[config.mk]
export PLATFORM = sky130hd
export DESIGN_NAME = ecc_mem_ctrl
export DESIGN_NICKNAME = d
export VERILOG_FILES = /design/src/rtl/ecc_pkg.sv /design/src/rtl/ecc_codec.sv /design/src/rtl/ecc_mem_ctrl.sv
export SDC_FILE = /design/constraint.sdc
export NUM_CORES = 1
export LEC_CHECK = 0
export CORE_AREA = 2 2 161 115
export CTS_BUF_LIST = sky130_fd_sc_hd__clkbuf_8
export CTS_CLUSTER_DIAMETER = 40
export CTS_CLUSTER_SIZE = 8
export DETAILED_ROUTE_END_ITERATION = 10
export DIE_AREA = 0 0 163 117
export PLACE_DENSITY = 0.85
export SYNTH_ARGS = -nofsm -noshare
export SYNTH_HDL_FRONTEND = slang
export SYNTH_SLANG_ARGS = --single-unit
[constraint.sdc]
create_clock -name clk -period 5.6 [get_ports clk]
set_input_delay 1.12 -clock clk [delete_from_list [all_inputs] [get_ports clk]]
set_output_delay 1.12 -clock clk [all_outputs]
set_load 0.01 [all_outputs]
[src/rtl/ecc_pkg.sv]
// Shared types and SEC-DED helpers for the ECC memory controller.
// Scrubber build option: ECC_SCRUB_EN.
package ecc_pkg;

    localparam int DATA_W = 32;
    localparam int CODE_W = 39;

    localparam int P1_IDX  = 32;
    localparam int P2_IDX  = 33;
    localparam int P4_IDX  = 34;
    localparam int P8_IDX  = 35;
    localparam int P16_IDX = 36;
    localparam int P32_IDX = 37;
    localparam int PG_IDX  = 38;

    typedef enum logic [3:0] {
        IDLE, WR, RD, CHK, WB, RESP, S_RD, S_CHK, S_WB
    } state_t;

    typedef struct packed {
        logic              pg;
        logic [5:0]        p;
        logic [DATA_W-1:0] d;
    } cw_t;

    // Hamming position (3..38, powers of two skipped) of data bit idx
    function automatic logic [5:0] data_pos(input int idx);
        int         cnt;
        logic [5:0] pos;
        cnt = 0;
        pos = 6'd0;
        for (int h = 3; h <= 38; h++) begin
            if ((h & (h - 1)) != 0) begin
                if (cnt == idx) pos = 6'(h);
                cnt++;
            end
        end
        return pos;
    endfunction

    // Six Hamming check bits over the data word
    function automatic logic [5:0] ham_par(input logic [DATA_W-1:0] d);
        logic [5:0] p;
        logic [5:0] pos;
        p = 6'd0;
        for (int i = 0; i < DATA_W; i++) begin
            pos = data_pos(i);
            for (int k = 0; k < 6; k++) begin
                if (pos[k]) p[k] = p[k] ^ d[i];
            end
        end
        return p;
    endfunction

    // Data-bit flip mask selected by a syndrome
    function automatic logic [DATA_W-1:0] syn_mask(input logic [5:0] s);
        logic [DATA_W-1:0] m;
        m = '0;
        for (int i = 0; i < DATA_W; i++) begin
            if (data_pos(i) == s) m[i] = 1'b1;
        end
        return m;
    endfunction

endpackage

[src/rtl/ecc_codec.sv]
// Combinational SEC-DED encoder and decoder for 39-bit codewords.
// Scrubber build option: ECC_SCRUB_EN (not used here).
module ecc_codec
    import ecc_pkg::*;
(
    input  logic [DATA_W-1:0] i_enc_data,
    output logic [CODE_W-1:0] o_enc_code,
    input  logic [CODE_W-1:0] i_dec_code,
    output logic [DATA_W-1:0] o_dec_data,
    output logic              o_dec_corr,
    output logic              o_dec_uncorr
);

    logic [5:0] w_ep;
    logic [5:0] w_syn;
    logic       w_odd;
    cw_t        w_enc;

    assign w_ep      = ham_par(i_enc_data);
    assign w_enc.d   = i_enc_data;
    assign w_enc.p   = w_ep;
    assign w_enc.pg  = ^{w_ep, i_enc_data};
    assign o_enc_code = w_enc;

    assign w_syn = ham_par(i_dec_code[DATA_W-1:0]) ^ i_dec_code[P32_IDX:P1_IDX];
    assign w_odd = ^i_dec_code;

    // Classify the error and repair a single flipped data bit
    always_comb begin
        o_dec_data   = i_dec_code[DATA_W-1:0];
        o_dec_corr   = 1'b0;
        o_dec_uncorr = 1'b0;
        if (w_syn == 6'd0) begin
            o_dec_corr = w_odd;
        end else if (!w_odd || (w_syn > 6'd38)) begin
            o_dec_uncorr = 1'b1;
        end else begin
            o_dec_corr = 1'b1;
            o_dec_data = i_dec_code[DATA_W-1:0] ^ syn_mask(w_syn);
        end
    end

endmodule

[src/rtl/ecc_mem_ctrl.sv]
// SEC-DED word memory controller with RMW stores and error counters.
// Define ECC_SCRUB_EN to build in the background scrubber.
module ecc_mem_ctrl
    import ecc_pkg::*;
#(
    parameter int DEPTH          = 256,
    parameter int AW             = $clog2(DEPTH),
    parameter int SCRUB_INTERVAL = 1024
) (
    input  logic              clk,
    input  logic              rst,
    input  logic              req_valid,
    output logic              req_ready,
    input  logic              req_we,
    input  logic [3:0]        req_be,
    input  logic [AW-1:0]     req_addr,
    input  logic [DATA_W-1:0] req_wdata,
    output logic              rsp_valid,
    output logic [DATA_W-1:0] rsp_rdata,
    output logic              rsp_corr,
    output logic              rsp_err,
    output logic              mem_en,
    output logic              mem_we,
    output logic [AW-1:0]     mem_addr,
    output logic [CODE_W-1:0] mem_wdata,
    input  logic [CODE_W-1:0] mem_rdata,
    output logic [15:0]       ce_count,
    output logic [15:0]       ue_count,
    output logic [AW-1:0]     err_addr,
    output logic              ue_irq
);

    state_t            r_state, w_next;
    logic              r_we;
    logic [3:0]        r_be;
    logic [DATA_W-1:0] r_wdata;
    logic              r_mem_en, r_mem_we;
    logic [AW-1:0]     r_mem_addr;
    logic [CODE_W-1:0] r_mem_wdata;
    logic              r_rsp_valid, r_rsp_corr, r_rsp_err;
    logic [DATA_W-1:0] r_rsp_rdata;
    logic [15:0]       r_ce_count, r_ue_count;
    logic [AW-1:0]     r_err_addr;
    logic              r_ue_irq;

    logic              w_en, w_we, w_rv, w_corr, w_err, w_cap, w_chk;
    logic [AW-1:0]     w_addr;
    logic [CODE_W-1:0] w_wdata;
    logic [DATA_W-1:0] w_rdata, w_merge, w_enc_in, w_dec_data;
    logic [CODE_W-1:0] w_enc_code;
    logic              w_dec_corr, w_dec_uncorr;
    logic              w_pend;
    logic [AW-1:0]     w_scrub_addr;

    ecc_codec u_codec (
        .i_enc_data   (w_enc_in),
        .o_enc_code   (w_enc_code),
        .i_dec_code   (mem_rdata),
        .o_dec_data   (w_dec_data),
        .o_dec_corr   (w_dec_corr),
        .o_dec_uncorr (w_dec_uncorr)
    );

`ifdef ECC_SCRUB_EN
    localparam int TW = (SCRUB_INTERVAL > 1) ? $clog2(SCRUB_INTERVAL) : 1;
    logic [TW-1:0] r_timer;
    logic          r_scrub_pend;
    logic [AW-1:0] r_scrub_addr;

    // Scrub timer, pending flag and sweep pointer
    always_ff @(posedge clk) begin
        if (rst) begin
            r_timer      <= '0;
            r_scrub_pend <= 1'b0;
            r_scrub_addr <= '0;
        end else begin
            if (r_timer == TW'(SCRUB_INTERVAL - 1)) begin
                r_timer      <= '0;
                r_scrub_pend <= 1'b1;
            end else begin
                r_timer <= r_timer + 1'b1;
                if (r_state == IDLE) r_scrub_pend <= 1'b0;
            end
            if (r_state == S_CHK) r_scrub_addr <= r_scrub_addr + 1'b1;
        end
    end

    assign w_pend       = r_scrub_pend;
    assign w_scrub_addr = r_scrub_addr;
`else
    assign w_pend       = 1'b0;
    assign w_scrub_addr = '0;
`endif

    assign req_ready = !rst && (r_state == IDLE) && !w_pend;
    assign w_chk     = (r_state == CHK) || (r_state == S_CHK);

    // Byte merge of captured store data over the corrected old word
    always_comb begin
        w_merge = w_dec_data;
        for (int b = 0; b < 4; b++) begin
            if (r_be[b]) w_merge[8*b +: 8] = r_wdata[8*b +: 8];
        end
    end

    assign w_enc_in = (r_state == CHK)   ? (r_we ? w_merge : w_dec_data) :
                      (r_state == S_CHK) ? w_dec_data : req_wdata;

    // State register
    always_ff @(posedge clk) begin
        if (rst) r_state <= IDLE;
        else     r_state <= w_next;
    end

    // Next state and next values of the registered outputs
    always_comb begin
        w_next  = r_state;
        w_en    = 1'b0;
        w_we    = 1'b0;
        w_addr  = r_mem_addr;
        w_wdata = r_mem_wdata;
        w_rv    = 1'b0;
        w_rdata = '0;
        w_corr  = 1'b0;
        w_err   = 1'b0;
        w_cap   = 1'b0;
        unique case (r_state)
            IDLE: begin
                if (w_pend) begin
                    w_next = S_RD;
                    w_en   = 1'b1;
                    w_addr = w_scrub_addr;
                end else if (req_valid) begin
                    w_cap  = 1'b1;
                    w_en   = 1'b1;
                    w_addr = req_addr;
                    if (req_we && (req_be == 4'hF)) begin
                        w_next  = WR;
                        w_we    = 1'b1;
                        w_wdata = w_enc_code;
                        w_rv    = 1'b1;
                    end else begin
                        w_next = RD;
                    end
                end
            end
            RD: w_next = CHK;
            CHK: begin
                w_rv   = 1'b1;
                w_corr = w_dec_corr;
                w_err  = w_dec_uncorr;
                if (!r_we) w_rdata = w_dec_data;
                if (r_we ? !w_dec_uncorr : w_dec_corr) begin
                    w_next  = WB;
                    w_en    = 1'b1;
                    w_we    = 1'b1;
                    w_wdata = w_enc_code;
                end else begin
                    w_next = RESP;
                end
            end
            S_RD: w_next = S_CHK;
            S_CHK: begin
                if (w_dec_corr) begin
                    w_next  = S_WB;
                    w_en    = 1'b1;
                    w_we    = 1'b1;
                    w_wdata = w_enc_code;
                end else begin
                    w_next = IDLE;
                end
            end
            default: w_next = IDLE;
        endcase
    end

    // Output registers and captured request fields
    always_ff @(posedge clk) begin
        if (rst) begin
            r_mem_en    <= 1'b0;
            r_mem_we    <= 1'b0;
            r_mem_addr  <= '0;
            r_mem_wdata <= '0;
            r_rsp_valid <= 1'b0;
            r_rsp_rdata <= '0;
            r_rsp_corr  <= 1'b0;
            r_rsp_err   <= 1'b0;
            r_we        <= 1'b0;
            r_be        <= 4'h0;
            r_wdata     <= '0;
        end else begin
            r_mem_en    <= w_en;
            r_mem_we    <= w_we;
            r_mem_addr  <= w_addr;
            r_mem_wdata <= w_wdata;
            r_rsp_valid <= w_rv;
            r_rsp_rdata <= w_rdata;
            r_rsp_corr  <= w_corr;
            r_rsp_err   <= w_err;
            if (w_cap) begin
                r_we    <= req_we;
                r_be    <= req_be;
                r_wdata <= req_wdata;
            end
        end
    end

    // Saturating error counters, last error address and UE pulse
    always_ff @(posedge clk) begin
        if (rst) begin
            r_ce_count <= '0;
            r_ue_count <= '0;
            r_err_addr <= '0;
            r_ue_irq   <= 1'b0;
        end else begin
            r_ue_irq <= w_chk && w_dec_uncorr;
            if (w_chk && w_dec_corr && (r_ce_count != 16'hFFFF))
                r_ce_count <= r_ce_count + 16'd1;
            if (w_chk && w_dec_uncorr && (r_ue_count != 16'hFFFF))
                r_ue_count <= r_ue_count + 16'd1;
            if (w_chk && (w_dec_corr || w_dec_uncorr))
                r_err_addr <= r_mem_addr;
        end
    end

    assign mem_en    = r_mem_en;
    assign mem_we    = r_mem_we;
    assign mem_addr  = r_mem_addr;
    assign mem_wdata = r_mem_wdata;
    assign rsp_valid = r_rsp_valid;
    assign rsp_rdata = r_rsp_rdata;
    assign rsp_corr  = r_rsp_corr;
    assign rsp_err   = r_rsp_err;
    assign ce_count  = r_ce_count;
    assign ue_count  = r_ue_count;
    assign err_addr  = r_err_addr;
    assign ue_irq    = r_ue_irq;

endmodule

Figure 1. Ports around the boundary.
Pins as bars across the die edge, other pins in gray.
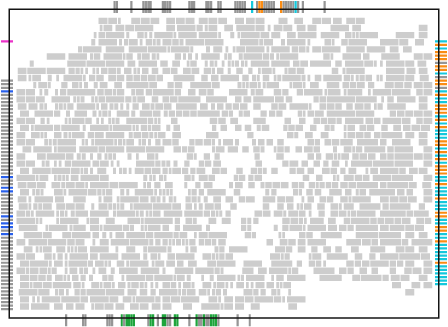
Cyan stands for mem_rdata, pins 39, direction input, edge 37 right, 2 top. Orange stands for rsp_rdata, pins 32, direction output, edge 29 right, 3 top. Green stands for ce_count, pins 16, direction output, edge bottom. Magenta stands for clk, pins 1, direction input, edge left. Blue stands for req_addr, pins 8, direction input, edge left.
All pins by edge: 69 right, 66 left, 43 top, 35 bottom.
# port buffers: 212
die extent in x: 163 um

Figure 2. Clock distribution.
Bar = 50 um.
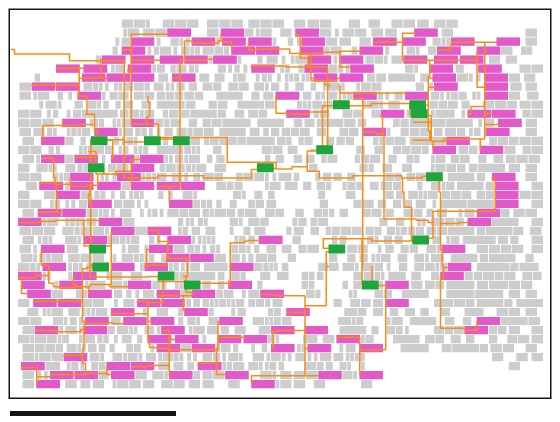
Orange stands for clock wires, length 2070 um. Magenta stands for flip-flops, count 166. Green stands for clock drivers, count 17.
There are 18 routed clock nets. Position of the flops: spread over the die.
clock network power: 1.02 mW
Final Skew: 0.01296 ns
clock network fraction of total power: 0.226
Insertion Delay late pin: 0.47 ns

Figure 3. Sequential cells grouped by signal name.
Other sequential cells in the stronger gray, the rest of the logic in the fainter gray.
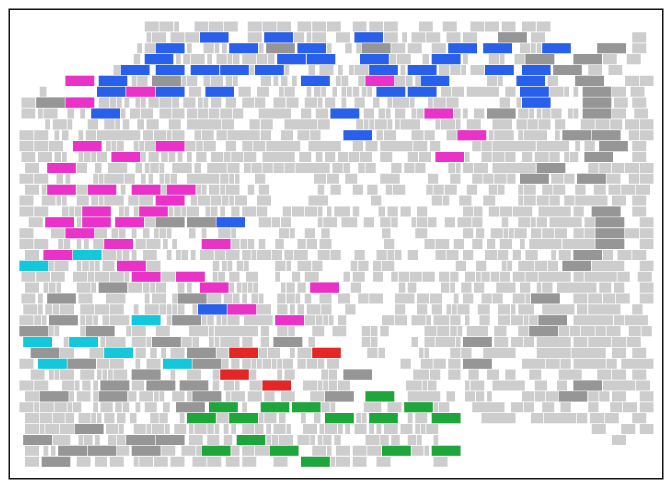
Red stands for r_state, placed flops 4, where bottom middle. Magenta stands for r_wdata, placed flops 32. Cyan stands for err_addr, placed flops 8. Blue stands for mem_wdata, placed flops 39. Green stands for ce_count, placed flops 16, where bottom middle.
Another 67 sequential cells are not colored.
P_seq: 1.27 mW
final core utilization: 0.7210

Figure 4. Routing congestion map.
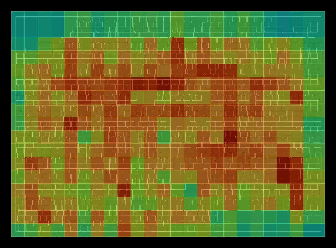
met3 Track Usage GR: 0.1071
M1 GR Usage: 0.4742

Figure 5. M4 wires.
Cells faint in the background.
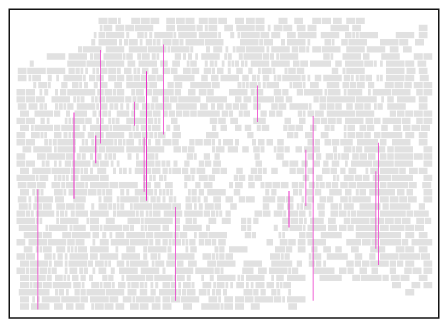
The wires run mostly vertical. The layer holds 1.5% of the routed length.
vias post-DR: 8774
routed wire length: 31410 um

-- layout by cell type (no fill, tap or decap), drive strengths merged, types with 9 or more instances in the layout --
master / instances
a211oi: 22
a21oi: 56
a22oi: 13
and2: 9
and3: 15
buf: 167
clkbuf: 19
clkdlybuf4s50: 211
dfxtp: 166
inv: 12
mux2i: 21
nand2: 138
nand3: 19
nand4: 10
nor2: 152
nor2b: 13
nor3: 39
o21ai: 16
xnor2: 91
xnor3: 28
xor2: 50
-- logic make-up after synthesis --
kind of cell	Yosys count
adder cells (fa/ha/maj)	2
XOR/XNOR	174
flip-flops	166
buffers and inverters	58
AND-OR/OR-AND	147
AND/OR/NAND/NOR	431
multiplexers	25
-- timing repair --
item,in CTS,in global routing
setup buffers,0,2
gates resized,0,5
hold endpoints to repair,0,0
endpoints found under the setup margin,0,4
==> reports/qor.yml <==
run_status:
  status: "finished, final reports clean"
sta:
  layout_setup_ws_ns: 0.1501
  period_needed_ns: 5.450
  whs_ns: 0.4594
  period_used_share: 0.9732
  drv_slew: 0
  fmax_ghz: 0.1835
  slew_headroom: 0.2336
synthesis:
  synth_top_area_share: 0.3776
  synth-xor-area-share: 0.2317
  synth_top_cell_by_count: "dfxtp_1"
  syn_area_um2: 8801
  syn_avg_cell_area_um2: 8.775
  fp_nets: 1092
  ff_type: "dfxtp_1"
  top_area_cell: "dfxtp_1"
  synthMuxAreaShare: 0.03085
  ys_sh_aoi: 0.1112
  synth-area-yosys_um2: 8801
  netlist_instances: 1003
  postSynth.asyncResetShare: 0
  ys_sh_simple: 0.2201
  adder_share: 0.002843
global_routing:
  grt-ovfl-total: 0
  grtUsageTotal: 0.3311
  antenna_found_initial: 0
  grt_max_degree: 80
  grt_pass1_wl_um: 47240
  grt-busiest-layer: "met2"
critical_path:
  cp_slowest_cell: "clkdlybuf4s50_1"
  crit_arrival_ns: 5.80
  cp.buffers_inverters: 2
  critPathTopFamily: "XOR/XNOR gates"
  worstSetupStartpointType: "input port"
  end_kind: "flip-flop"
  path_depth: 16
  critPathMaxFanout: 4
  worst-setup-path-type: "input port to flip-flop"
  cpMostUsedCell: "xnor3_1"
  r2r_start: "r_state[1]"
  reg2reg_to: "mem_wdata[36]"
  endpoint: "mem_wdata[38]"
  crit_start: "mem_rdata[28]"
  required_ns: 5.95
  reg2reg_setup_slack_ns: 1.29
cells_and_area:
  n_fill_cell: 1332
  biggestCellCategory: "multi-input combinational cells"
  nonClkBufAreaFrac: 0.2647
  n_clock_buffer: 19
  area_growth_pct: 45.00
  seq_cells: 166
  largest_reg_flops: 39
  comb-cell-share: 0.4137
  diodes: 0
  layout.nets: 1436
  inverters: 5
  fin_area_um2: 12760
  comb_area_um2: 5279
  nNonClkBuffers: 378
  layoutNonFillerInstCount: 1596
power:
  p_sw_frac: 0.3584
  p_seq_frac: 0.281
  p_comb_frac: 0.493
  p_leak_nw: 5.037
  p_int_mw: 2.908
  powerComb_mw: 2.24
  power_density_nw_per_um2: 355.2
  peakVddDrop_uv: 210.2
floorplan:
  pin_count: 213
  fp-row-count: 41
placed_design:
  post-place-ws_ns: -0.3078
  finalWeightedCongestion: 0.9722
  hpwl_um: 24540
  dp.cells: 1562
clock_tree:
  path_clk_slew_ns: 0.10
  clock_sinks: 166
  root_buffer: "clkbuf_8"
  clock_path_buffers: 2
hold_path:
  min_from: "r_wdata[22]"
  whs_endpoint: "r_wdata[22]"
  whs_path_depth: 2
route:
  wire_per_inst_um: 19.68
  route.detailed.drc: 0
  wl_met1_um: 13910
  dr_wl_met2_um: 13070
  drt_iter0_drc: 993
  highest_layer: "met4"
  wl_met3_um: 3962
job:
  warnings: 27
  maxCapViolCount: 0
Power and IR drop assume default switching activity.
